## src/rtl/img_capture.sv

```systemverilog
// Motion-vector capture: buffers block-matching results and logs them into a
// linear capture memory, closing every frame with a trailer word.
module img_capture #(
    parameter int          BLOCKS     = 396,
    parameter int          FIFO_DEPTH = 4,
    parameter logic [21:0] ADDR_INIT  = 22'h0
) (
    input  logic        clk,
    input  logic        rst_n,
    input  logic        start,
    input  logic        mv_valid,
    input  logic [7:0]  mv_x,
    input  logic [7:0]  mv_y,
    input  logic [15:0] sad,
    output logic        mv_ready,
    output logic        wr_en,
    output logic [21:0] wr_addr,
    output logic [33:0] wr_data,
    input  logic        wr_ready,
    output logic        done,
    output logic        overflow
);

    localparam logic [1:0] IDLE    = 2'd0;
    localparam logic [1:0] CAPTURE = 2'd1;
    localparam logic [1:0] TRAILER = 2'd2;
    localparam logic [1:0] DONE    = 2'd3;

    // The registered write port is one of the FIFO_DEPTH buffer slots, so the queue holds one fewer.
    localparam int              QD       = FIFO_DEPTH - 1;
    localparam int              QW       = (QD > 1) ? $clog2(QD) : 1;
    localparam int              CW       = $clog2(FIFO_DEPTH) + 1;
    localparam logic [QW-1:0]   QLAST    = QW'(QD - 1);
    localparam logic [CW-1:0]   QFULL    = CW'(QD);
    localparam logic [15:0]     BLK      = 16'(BLOCKS);
    localparam logic [21:0]     ADDR_MAX = 22'h3FFFFF;

    logic [1:0]    state;
    logic [15:0]   accepted;
    logic [15:0]   frame_cnt;
    logic          first_rec;
    logic [32:0]   q_mem [QD];
    logic [QW-1:0] rd_ptr;
    logic [QW-1:0] wr_ptr;
    logic [CW-1:0] q_cnt;

    logic        complete;
    logic        port_free;
    logic        q_empty;
    logic        accept;
    logic        pop;
    logic        bypass;
    logic        push;
    logic        take;
    logic        finish;
    logic        ovf_next;
    logic [32:0] rec_in;
    logic [32:0] take_rec;

    always_comb begin
        complete  = wr_en && wr_ready;
        port_free = !wr_en || wr_ready;
        q_empty   = (q_cnt == '0);
        mv_ready  = (state == CAPTURE) && !((q_cnt == QFULL) && wr_en) && (accepted < BLK);
        accept    = mv_valid && mv_ready;
        pop       = port_free && !q_empty;
        bypass    = port_free && q_empty && accept;
        push      = accept && !bypass;
        take      = pop || bypass;
        rec_in    = {first_rec, mv_x, mv_y, sad};
        take_rec  = pop ? q_mem[rd_ptr] : rec_in;
        ovf_next  = overflow || (complete && (wr_addr == ADDR_MAX));
        finish    = (state == CAPTURE) && (accepted == BLK) && q_empty && port_free;
        done      = (state == DONE);
    end

    always_ff @(posedge clk) begin
        if (push)
            q_mem[wr_ptr] <= rec_in;
    end

    always_ff @(posedge clk or negedge rst_n) begin
        if (!rst_n) begin
            rd_ptr <= '0;
            wr_ptr <= '0;
            q_cnt  <= '0;
        end else begin
            if (push)
                wr_ptr <= (wr_ptr == QLAST) ? '0 : wr_ptr + 1'b1;
            if (pop)
                rd_ptr <= (rd_ptr == QLAST) ? '0 : rd_ptr + 1'b1;
            if (push && !pop)
                q_cnt <= q_cnt + 1'b1;
            else if (pop && !push)
                q_cnt <= q_cnt - 1'b1;
        end
    end

    // Once overflowed, the trailer is consumed without a write, so TRAILER exits on the idle port.
    always_ff @(posedge clk or negedge rst_n) begin
        if (!rst_n) begin
            state     <= IDLE;
            accepted  <= '0;
            frame_cnt <= '0;
            first_rec <= 1'b0;
        end else begin
            if (accept) begin
                accepted  <= accepted + 16'd1;
                first_rec <= 1'b0;
            end
            case (state)
                IDLE: begin
                    if (start) begin
                        state     <= CAPTURE;
                        accepted  <= '0;
                        first_rec <= 1'b1;
                    end
                end
                CAPTURE: begin
                    if (finish)
                        state <= TRAILER;
                end
                TRAILER: begin
                    if (port_free) begin
                        state     <= DONE;
                        frame_cnt <= frame_cnt + 16'd1;
                    end
                end
                default: state <= IDLE;
            endcase
        end
    end

    // Records still drain from the queue after overflow; they are simply not presented.
    always_ff @(posedge clk or negedge rst_n) begin
        if (!rst_n) begin
            wr_en    <= 1'b0;
            wr_addr  <= ADDR_INIT;
            wr_data  <= '0;
            overflow <= 1'b0;
        end else begin
            overflow <= ovf_next;
            if (complete) begin
                wr_en <= 1'b0;
                if (wr_addr != ADDR_MAX)
                    wr_addr <= wr_addr + 22'd1;
            end
            if (!ovf_next) begin
                if (take) begin
                    wr_en   <= 1'b1;
                    wr_data <= {take_rec[31:0], take_rec[32], 1'b1};
                end else if (finish) begin
                    wr_en   <= 1'b1;
                    wr_data <= {16'hE0F0, frame_cnt, 2'b00};
                end
            end
        end
    end

endmodule

```

## config.mk

```make
export PLATFORM = sky130hd
export DESIGN_NAME = img_capture
export DESIGN_NICKNAME = d
export VERILOG_FILES = /design/src/rtl/img_capture.sv
export SDC_FILE = /design/constraint.sdc
export NUM_CORES = 1
export LEC_CHECK = 0
export CAP_MARGIN = 10
export CORE_ASPECT_RATIO = 0.75
export CORE_UTILIZATION = 40
export CTS_CLUSTER_DIAMETER = 120
export DETAILED_ROUTE_END_ITERATION = 7
export SKIP_LAST_GASP = 1
export SYNTH_ARGS = -nofsm -noshare
export SYNTH_HDL_FRONTEND = slang
export SYNTH_SLANG_ARGS = --single-unit
```

## constraint.sdc

```tcl
create_clock -name clk -period 13 [get_ports clk]
set_clock_uncertainty 0.1 [all_clocks]
set_input_delay 2.6 -clock clk [delete_from_list [all_inputs] [get_ports clk]]
set_output_delay 2.6 -clock clk [all_outputs]
set_load 0.02 [all_outputs]
```

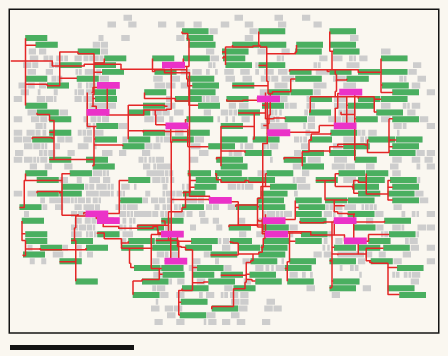
**Above:** clock network drawn from the DEF.
Scale bar: 50 um.
- red: clock wires (length 2350 um)
- green: flip-flops (count 199)
- magenta: clock-net drivers (count 17)
- flops lie: widely spread
- routed clock nets: 18
portion of total power attributed to the clock network: 0.248
clock latency on the worst-skew pair: 430 ps

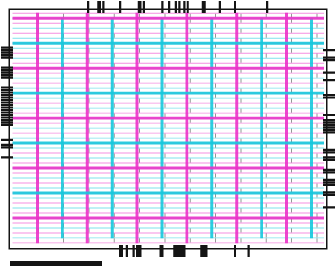
**Above:** supply network.
Scale bar: 50 um. Pins as bars on the die edge. Tap cells in grey.
- cyan: VDD
- magenta: VSS
- met5 straps: 9
- rows: 46
- met4 straps: 12
- tap cells: 288
Core Box Area: 21200 um2
chip height: 130 um
Die Width: 172 um
worst ir drop on vdd: 113 uV

==> Changelog: implementation <==
### Metrics

- Run status: completed
- Weighted congestion at the end of routability-driven global placement: 0.806
- Estimated wirelength of the detail-placed design: 12100 um
- Part of the power in combinational logic: 0.339
- Post-DR wirelength/cell: 17.9 um
- Max Clk Rate: 0.188 GHz
- Fraction of the mapped netlist area in compound gates: 0.0611
- Largest delay contributor family on the critical path: AND-OR/OR-AND gates
- Mapped Area: 8690 um2
- Critical path data arrival time: 5530 ps
- Count of vias placed by the detailed router: 5268
- XOR-XNOR Cells, Area Fraction: 0.0444
- Async set-or-reset flop fraction in the synthesized netlist: 0.503
- Area share of buffers outside the clock network: 0.0986
- TritonCTS Buffers: 17
- Final cell area excluding filler cells: 10600 um2
- Number of cells in Yosys stat: 635
- Switching power summed over all nets: 0.739 mW
- Cell area after placement: 9950 um2
- Number of gates on the worst path with buffers counted: 5
- Tap cells: 288
- Post-CTS clock slew at the launch and capture registers of the worst setup and hold paths: 70 ps
- Leading registers by flop count: q_mem: 99 flops, wr_data: 34 flops, wr_addr: 22 flops
- Final-layout setup total negative slack: 0 ps
- Simple-gate portion of the synthesized area: 0.101
- Clock-cell share of area: 0.0577
- WL final: 18600 um
- Clock sink count: 199
- Total of endpoints with negative setup slack in the final report: 0
- Top-area cell type share of the netlist area: 0.342
- Data required time of the critical path: 13220 ps
## cell usage after synthesis, drive strengths merged, types with 2 or more instances
library cell,n
nand2b,3
nor4,4
a21o,2
clkbuf,9
o21ai,33
o2bb2ai,10
a21oi,18
nand2,54
and3,11
buf,18
or4,2
nor2,33
ha,8
dfrtp,100
xor2,20
mux2,49
nor3b,2
o22a,7
nand4,14
and2,10
nand3,20
xnor2,24
edfxtp,99
inv,11
nor3,7
and4,3
mux2i,48
## metal layers
| metal | up-vias | routed length [um] | track usage |
|---|---|---|---|
| li1 | 2507 | - | - |
| met1 | 2639 | 8980 | 0.244 |
| met2 | 106 | 8600 | 0.285 |
| met3 | 16 | 814 | 0.0486 |
| met4 | 0 | 181 | 0.0521 |
| met5 | - | 0 | 0 |
No activity file was given, so power comes from the tool's default toggle rates.
